**Logic cells by family**

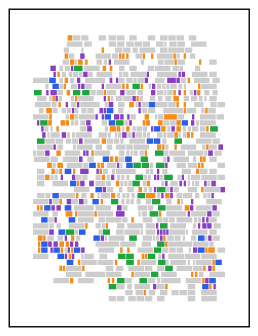
**Cell classes on the final placement**

Scale bar: 20 um. Fill, decap, tap and diode cells in grey.
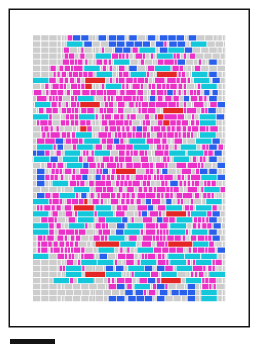
--- src/rtl/alarm_watch_core.sv ---
`default_nettype none
// ============================================================================
//  Module   : alarm_watch_core
//  Brief    : Single-clock BCD watch with alarm/snooze FSM and 7-seg scanner.
//  Revision : 1.0 - initial release
// ============================================================================
module alarm_watch_core #(
    parameter int TICK_DIV       = 10000,
    parameter int DISP_DIV       = 100,
    parameter int NUM_DIGITS     = 8,
    parameter int RING_SEC       = 60,
    parameter int SNOOZE_MIN     = 5,
    parameter int SEG_ACTIVE_LOW = 1
) (
    input  logic                  clk,
    input  logic                  rst,
    input  logic                  load,
    input  logic [15:0]           time_init,
    input  logic                  alarm_set,
    input  logic [15:0]           alarm_init,
    input  logic                  alarm_en,
    input  logic                  snooze,
    input  logic                  stop,
    input  logic                  disp_alarm,
    output logic [3:0]            hourdec_now,
    output logic [3:0]            hourone_now,
    output logic [3:0]            mindec_now,
    output logic [3:0]            minone_now,
    output logic [7:0]            sec_now,
    output logic                  ring,
    output logic                  load_err,
    output logic                  CA,
    output logic                  CB,
    output logic                  CC,
    output logic                  CD,
    output logic                  CE,
    output logic                  CF,
    output logic                  CG,
    output logic [NUM_DIGITS-1:0] AN
);

    localparam int c_TW         = (TICK_DIV > 1) ? $clog2(TICK_DIV) : 1;
    localparam int c_DW         = (DISP_DIV > 1) ? $clog2(DISP_DIV) : 1;
    localparam int c_SNOOZE_SEC = SNOOZE_MIN * 60;
    localparam int c_CNT_MAX    = (RING_SEC > c_SNOOZE_SEC) ? RING_SEC : c_SNOOZE_SEC;
    localparam int c_CW         = $clog2(c_CNT_MAX + 1);

    localparam logic [c_TW-1:0]       c_TICK_LAST   = c_TW'(TICK_DIV - 1);
    localparam logic [c_TW-1:0]       c_TICK_HALF   = c_TW'(TICK_DIV / 2);
    localparam logic [c_DW-1:0]       c_DISP_LAST   = c_DW'(DISP_DIV - 1);
    localparam logic [c_CW-1:0]       c_RING_LOAD   = c_CW'(RING_SEC);
    localparam logic [c_CW-1:0]       c_SNOOZE_LOAD = c_CW'(c_SNOOZE_SEC);
    localparam logic [2:0]            c_DIG_LAST    = 3'(NUM_DIGITS - 1);
    localparam logic [NUM_DIGITS-1:0] c_AN_ONE      = NUM_DIGITS'(1);
    localparam logic [3:0]            c_BLANK       = 4'hF;

    localparam logic [1:0] c_ST_IDLE   = 2'd0;
    localparam logic [1:0] c_ST_RING   = 2'd1;
    localparam logic [1:0] c_ST_SNOOZE = 2'd2;

    // Packed HHMM is valid when each digit is decimal and the clock range holds.
    function automatic logic f_valid(input logic [15:0] v);
        logic hours_ok;
        if (v[15:12] < 4'd2)
            hours_ok = (v[11:8] <= 4'd9);
        else
            hours_ok = (v[15:12] == 4'd2) && (v[11:8] <= 4'd3);
        return hours_ok && (v[7:4] <= 4'd5) && (v[3:0] <= 4'd9);
    endfunction

    // Active-high {a,b,c,d,e,f,g}; anything outside 0-9 stays dark.
    function automatic logic [6:0] f_seg(input logic [3:0] d);
        case (d)
            4'd0:    return 7'b1111110;
            4'd1:    return 7'b0110000;
            4'd2:    return 7'b1101101;
            4'd3:    return 7'b1111001;
            4'd4:    return 7'b0110011;
            4'd5:    return 7'b1011011;
            4'd6:    return 7'b1011111;
            4'd7:    return 7'b1110000;
            4'd8:    return 7'b1111111;
            4'd9:    return 7'b1111011;
            default: return 7'b0000000;
        endcase
    endfunction

    logic [c_TW-1:0]       r_sec_cnt;
    logic [c_DW-1:0]       r_disp_cnt;
    logic [3:0]            r_hd, r_ho, r_md, r_mo, r_sd, r_so;
    logic [15:0]           r_alarm;
    logic [1:0]            r_state;
    logic [c_CW-1:0]       r_cnt;
    logic                  r_load_err;
    logic [2:0]            r_dig_idx;
    logic [NUM_DIGITS-1:0] r_an_sel;
    logic [6:0]            r_seg;
    logic                  r_blink;

    logic                  w_sec_tick, w_disp_tick;
    logic                  w_load_ok, w_alarm_ok, w_adv, w_match;
    logic [c_TW-1:0]       w_sec_cnt_nxt;
    logic [3:0]            w_nxt_hd, w_nxt_ho, w_nxt_md, w_nxt_mo, w_nxt_sd, w_nxt_so;
    logic [1:0]            w_state_nxt;
    logic [c_CW-1:0]       w_cnt_nxt;
    logic [3:0]            w_dig_code;
    logic [NUM_DIGITS-1:0] w_an_act;

    assign w_sec_tick    = (r_sec_cnt == c_TICK_LAST);
    assign w_disp_tick   = (r_disp_cnt == c_DISP_LAST);
    assign w_load_ok     = load && f_valid(time_init);
    assign w_alarm_ok    = alarm_set && f_valid(alarm_init);
    assign w_adv         = w_sec_tick && !w_load_ok;
    assign w_sec_cnt_nxt = (w_load_ok || w_sec_tick) ? '0 : r_sec_cnt + 1'b1;

    always_ff @(posedge clk) begin
        if (rst) begin
            r_sec_cnt  <= '0;
            r_disp_cnt <= '0;
        end else begin
            r_sec_cnt  <= w_sec_cnt_nxt;
            r_disp_cnt <= w_disp_tick ? '0 : r_disp_cnt + 1'b1;
        end
    end

    // BCD increment with carries cascading up to the 23:59:59 wrap.
    always_comb begin
        w_nxt_so = r_so + 4'd1;
        w_nxt_sd = r_sd;
        w_nxt_mo = r_mo;
        w_nxt_md = r_md;
        w_nxt_ho = r_ho;
        w_nxt_hd = r_hd;
        if (r_so == 4'd9) begin
            w_nxt_so = 4'd0;
            if (r_sd != 4'd5) begin
                w_nxt_sd = r_sd + 4'd1;
            end else begin
                w_nxt_sd = 4'd0;
                if (r_mo != 4'd9) begin
                    w_nxt_mo = r_mo + 4'd1;
                end else begin
                    w_nxt_mo = 4'd0;
                    if (r_md != 4'd5) begin
                        w_nxt_md = r_md + 4'd1;
                    end else begin
                        w_nxt_md = 4'd0;
                        if ((r_hd == 4'd2) && (r_ho == 4'd3)) begin
                            w_nxt_hd = 4'd0;
                            w_nxt_ho = 4'd0;
                        end else if (r_ho == 4'd9) begin
                            w_nxt_ho = 4'd0;
                            w_nxt_hd = r_hd + 4'd1;
                        end else begin
                            w_nxt_ho = r_ho + 4'd1;
                        end
                    end
                end
            end
        end
    end

    always_ff @(posedge clk) begin
        if (rst) begin
            r_hd       <= 4'd0;
            r_ho       <= 4'd0;
            r_md       <= 4'd0;
            r_mo       <= 4'd0;
            r_sd       <= 4'd0;
            r_so       <= 4'd0;
            r_alarm    <= 16'h0000;
            r_load_err <= 1'b0;
        end else begin
            if (w_load_ok) begin
                {r_hd, r_ho, r_md, r_mo} <= time_init;
                r_sd <= 4'd0;
                r_so <= 4'd0;
            end else if (w_sec_tick) begin
                r_hd <= w_nxt_hd;
                r_ho <= w_nxt_ho;
                r_md <= w_nxt_md;
                r_mo <= w_nxt_mo;
                r_sd <= w_nxt_sd;
                r_so <= w_nxt_so;
            end
            if (w_alarm_ok)
                r_alarm <= alarm_init;
            r_load_err <= (load && !f_valid(time_init)) ||
                          (alarm_set && !f_valid(alarm_init));
        end
    end

    assign w_match = w_adv && alarm_en && (w_nxt_sd == 4'd0) && (w_nxt_so == 4'd0) &&
                     ({w_nxt_hd, w_nxt_ho, w_nxt_md, w_nxt_mo} == r_alarm);

    always_ff @(posedge clk) begin
        if (rst) begin
            r_state <= c_ST_IDLE;
            r_cnt   <= '0;
        end else begin
            r_state <= w_state_nxt;
            r_cnt   <= w_cnt_nxt;
        end
    end

    // One shared down-counter serves both ring duration and snooze length.
    always_comb begin
        w_state_nxt = r_state;
        w_cnt_nxt   = r_cnt;
        if (!alarm_en) begin
            w_state_nxt = c_ST_IDLE;
            w_cnt_nxt   = '0;
        end else begin
            case (r_state)
                c_ST_IDLE: begin
                    if (w_match) begin
                        w_state_nxt = c_ST_RING;
                        w_cnt_nxt   = c_RING_LOAD;
                    end
                end
                c_ST_RING: begin
                    if (stop) begin
                        w_state_nxt = c_ST_IDLE;
                        w_cnt_nxt   = '0;
                    end else if (snooze) begin
                        w_state_nxt = c_ST_SNOOZE;
                        w_cnt_nxt   = c_SNOOZE_LOAD;
                    end else if (w_sec_tick) begin
                        if (r_cnt <= c_CW'(1)) begin
                            w_state_nxt = c_ST_IDLE;
                            w_cnt_nxt   = '0;
                        end else begin
                            w_cnt_nxt = r_cnt - 1'b1;
                        end
                    end
                end
                c_ST_SNOOZE: begin
                    if (stop) begin
                        w_state_nxt = c_ST_IDLE;
                        w_cnt_nxt   = '0;
                    end else if (w_sec_tick) begin
                        if (r_cnt <= c_CW'(1)) begin
                            w_state_nxt = c_ST_RING;
                            w_cnt_nxt   = c_RING_LOAD;
                        end else begin
                            w_cnt_nxt = r_cnt - 1'b1;
                        end
                    end
                end
                default: begin
                    w_state_nxt = c_ST_IDLE;
                    w_cnt_nxt   = '0;
                end
            endcase
        end
    end

    always_comb begin
        w_dig_code = c_BLANK;
        case (r_dig_idx)
            3'd0:    w_dig_code = disp_alarm ? c_BLANK        : r_so;
            3'd1:    w_dig_code = disp_alarm ? c_BLANK        : r_sd;
            3'd2:    w_dig_code = disp_alarm ? r_alarm[3:0]   : r_mo;
            3'd3:    w_dig_code = disp_alarm ? r_alarm[7:4]   : r_md;
            3'd4:    w_dig_code = disp_alarm ? r_alarm[11:8]  : r_ho;
            3'd5:    w_dig_code = disp_alarm ? r_alarm[15:12] : r_hd;
            default: w_dig_code = c_BLANK;
        endcase
    end

    // Blink flag is registered from next-cycle values so it lines up with ring.
    always_ff @(posedge clk) begin
        if (rst) begin
            r_dig_idx <= 3'd0;
            r_an_sel  <= '0;
            r_seg     <= 7'd0;
            r_blink   <= 1'b0;
        end else begin
            r_blink <= (w_state_nxt == c_ST_RING) && (w_sec_cnt_nxt < c_TICK_HALF);
            if (w_disp_tick) begin
                r_an_sel  <= c_AN_ONE << r_dig_idx;
                r_seg     <= f_seg(w_dig_code);
                r_dig_idx <= (r_dig_idx == c_DIG_LAST) ? 3'd0 : r_dig_idx + 3'd1;
            end
        end
    end

    assign w_an_act = r_blink ? '0 : r_an_sel;

    generate
        if (SEG_ACTIVE_LOW != 0) begin : g_active_low
            assign AN                           = ~w_an_act;
            assign {CA, CB, CC, CD, CE, CF, CG} = ~r_seg;
        end else begin : g_active_high
            assign AN                           = w_an_act;
            assign {CA, CB, CC, CD, CE, CF, CG} = r_seg;
        end
    endgenerate

    assign hourdec_now = r_hd;
    assign hourone_now = r_ho;
    assign mindec_now  = r_md;
    assign minone_now  = r_mo;
    assign sec_now     = {r_sd, r_so};
    assign ring        = (r_state == c_ST_RING);
    assign load_err    = r_load_err;

endmodule
`default_nettype wire

--- config.mk ---
export PLATFORM = sky130hd
export DESIGN_NAME = alarm_watch_core
export DESIGN_NICKNAME = d
export VERILOG_FILES = /design/src/rtl/alarm_watch_core.sv
export SDC_FILE = /design/constraint.sdc
export NUM_CORES = 1
export LEC_CHECK = 0
export CORE_ASPECT_RATIO = 1.4
export CORE_MARGIN = 10
export CORE_UTILIZATION = 56
export DETAILED_ROUTE_END_ITERATION = 16
export GPL_ROUTABILITY_DRIVEN = 0
export PLACE_DENSITY = 0.81
export RECOVER_POWER = 25
export SYNTH_ARGS = -nofsm -noshare
export SYNTH_HDL_FRONTEND = slang
export SYNTH_SLANG_ARGS = --single-unit
--- constraint.sdc ---
create_clock -name clk -period 3.85 [get_ports clk]
set_clock_uncertainty 0.2 [all_clocks]
set_input_delay 0.9625 -clock clk [delete_from_list [all_inputs] [get_ports clk]]
set_output_delay 0.9625 -clock clk [all_outputs]
set_load 0.02 [all_outputs]
==> impl_metrics.toml <==
# flow metrics
[grt]
use_met3_pct = 4.896
track_usage_pct = 22.66
grt_pass1_wl_um = 28180
busiest_layer = "met2"
overflow = 0

[cells_and_area]
post-route-util_pct = 69.39
antenna_cells = 0
seq_area_sq_um = 1842
combGateArea_sq_um = 3762
layout_top_cells = "nor2_1 (94), dfxtp_1 (92), nand2_1 (70)"

[placement]
post-dp-hpwl_um = 13320
dp_cells = 958

[worst_setup_path]
crit_buf_inv = 0
cp_slowest_cell = "nor4b_1"
crit_family = "AND-OR/OR-AND gates"
crit_chain = "ha_1 -> nor4b_1 -> a21o_2 -> a21oi_1 -> or3_1 -> a21oi_1 -> nand2_1 -> o31ai_1 -> mux2i_1"
crit_top_cell = "a21oi_1"
crit_arrival_ns = 3.72

[synth]
synth-main-ff-cell = "dfxtp_1"
synthSimpleGateAreaFrac_pct = 26.08
syn_avg_cell_area_sq_um = 7.812
ys_cells = 759
numSynthFlops = 92
adder_share_pct = 5.064
synth_nets = 823
mux_share_pct = 6.921
ys_seq_share_pct = 31.06
synth_area_sq_um = 5929
yosys_warnings = 0
yosys_area_sq_um = 5929

[clocking]
clkSlewWorstSetupHoldPaths_ns = 0.07
cts_buffers = 9
insertion_delay_ns = 0.36
ctsHoldBuffers = 0
root_buffer = "clkbuf_16"
clockBufferDepth = 2
tritoncts = "yes"
cts_resized = 0
cts_sinks = 92
h-tree-depth = 3

[floorplanning]
boundaryPins = 81
row_count = 44
fp_util_pct = 57.29
die_area_sq_um = 15160
core_sq_um = 10350

[final_timing]
hold_violations = 0
fin_hold_ws_ns = 0.2364
rsz0062_at_grt = "no"
slew-limit-headroom_pct = 37.02
setup_viol = 0
fin_setup_tns_ns = 0

[detailed_routing]
totalWireLength_um = 17440
wire_per_inst_um = 17.91

[power_and_ir_drop]
ir_drop_uv = 221.9
power_switching_uw = 473.9
sw_frac_of_total_pct = 22.79
pwr-share-comb_pct = 7.0
internal_power_mw = 1.606
p_clk_share_pct = 46.3
p_clk_uw = 964

[outcome]
status = "finished, final reports clean"

[flow_run]
maxCapViolCount = 0
Back to the opening pictures, 'logic cells by family':
XOR/XNOR gates: shown in blue, cells 37. NOR gates: shown in orange, cells 148. NAND gates: shown in purple, cells 131. multiplexers: shown in green, cells 40.
most frequent logic cell in the layout: nor2_1
Post-Layout Cell Count: 974

Back to the opening pictures, 'cell classes on the final placement':
clock drivers and dummy loads: shown in red, cells 16, share of their area 4.6%. flip-flops: shown in cyan, cells 92, share of their area 26%. all other logic: shown in magenta, cells 628, share of their area 56%. other buffers and delay cells: shown in blue, cells 100, share of their area 13%.

==> state kept, by name, summed over array words and instances, names as in the netlist <==
name	cells
r_alarm	16
r_sec_cnt	14
r_cnt	9
r_an_sel	8
r_disp_cnt	7
r_seg	7
hourdec_now	4
hourone_now	4
mindec_now	4
minone_now	4
r_sd	4
r_so	4
r_dig_idx	3
r_state	2
load_err	1
r_blink	1
==> metrics by stage <==
stage	setup WS (ns)	area (sq um)	power (mW)
CTS	0.3227	7182	2.090
detailed placement	0.2276	6858	1.137
finish	0.2174	7182	2.080
floorplan	0.3067	5929	1.061
global placement	0.3003	6858	1.132
global route	0.09089	7182	2.139
==> synth_stat cells (all sizes together), types with 13 or more instances <==
cell type	count	area, sq um
a211oi	16	125.1
a21oi	45	225.2
buf	13	91.33
clkbuf	26	98.84
dfxtp	92	1842
ha	24	300.3
inv	36	135.1
mux2i	32	320.3
nand2	70	262.8
nand2b	16	100.1
nand3	28	140.1
nor2	94	352.8
nor3	25	136.4
o21ai	49	245.2
xnor2	23	201.4
xor2	14	122.6
==> final timing paths <==
path,cells past startpoint,endpoint,from,slack (ns)
setup reg to reg,9,r_cnt[8],hourdec_now[1],0.22
hold / removal,1,r_disp_cnt[0],r_disp_cnt[0],0.24
setup / recovery,9,r_cnt[8],hourdec_now[1],0.22
hold reg to reg,1,r_disp_cnt[0],r_disp_cnt[0],0.24
==> cell type report <==
cell class / instances / area share (%)
repair buffers: 100 / 13.17
clock buffers: 9 / 3.136
clock inverters: 7 / 1.376
inverters: 36 / 1.882
flip-flops and latches: 92 / 25.64
well taps: 138 / 2.404
multi-input cells: 592 / 52.39
==> metal layers <==
metal	vias to the layer above	routed length (um)
met4	0	862
met2	284	8881
li1	2875	-
met5	-	0
met3	77	1203
met1	2798	6492
Power and IR drop assume default switching activity.
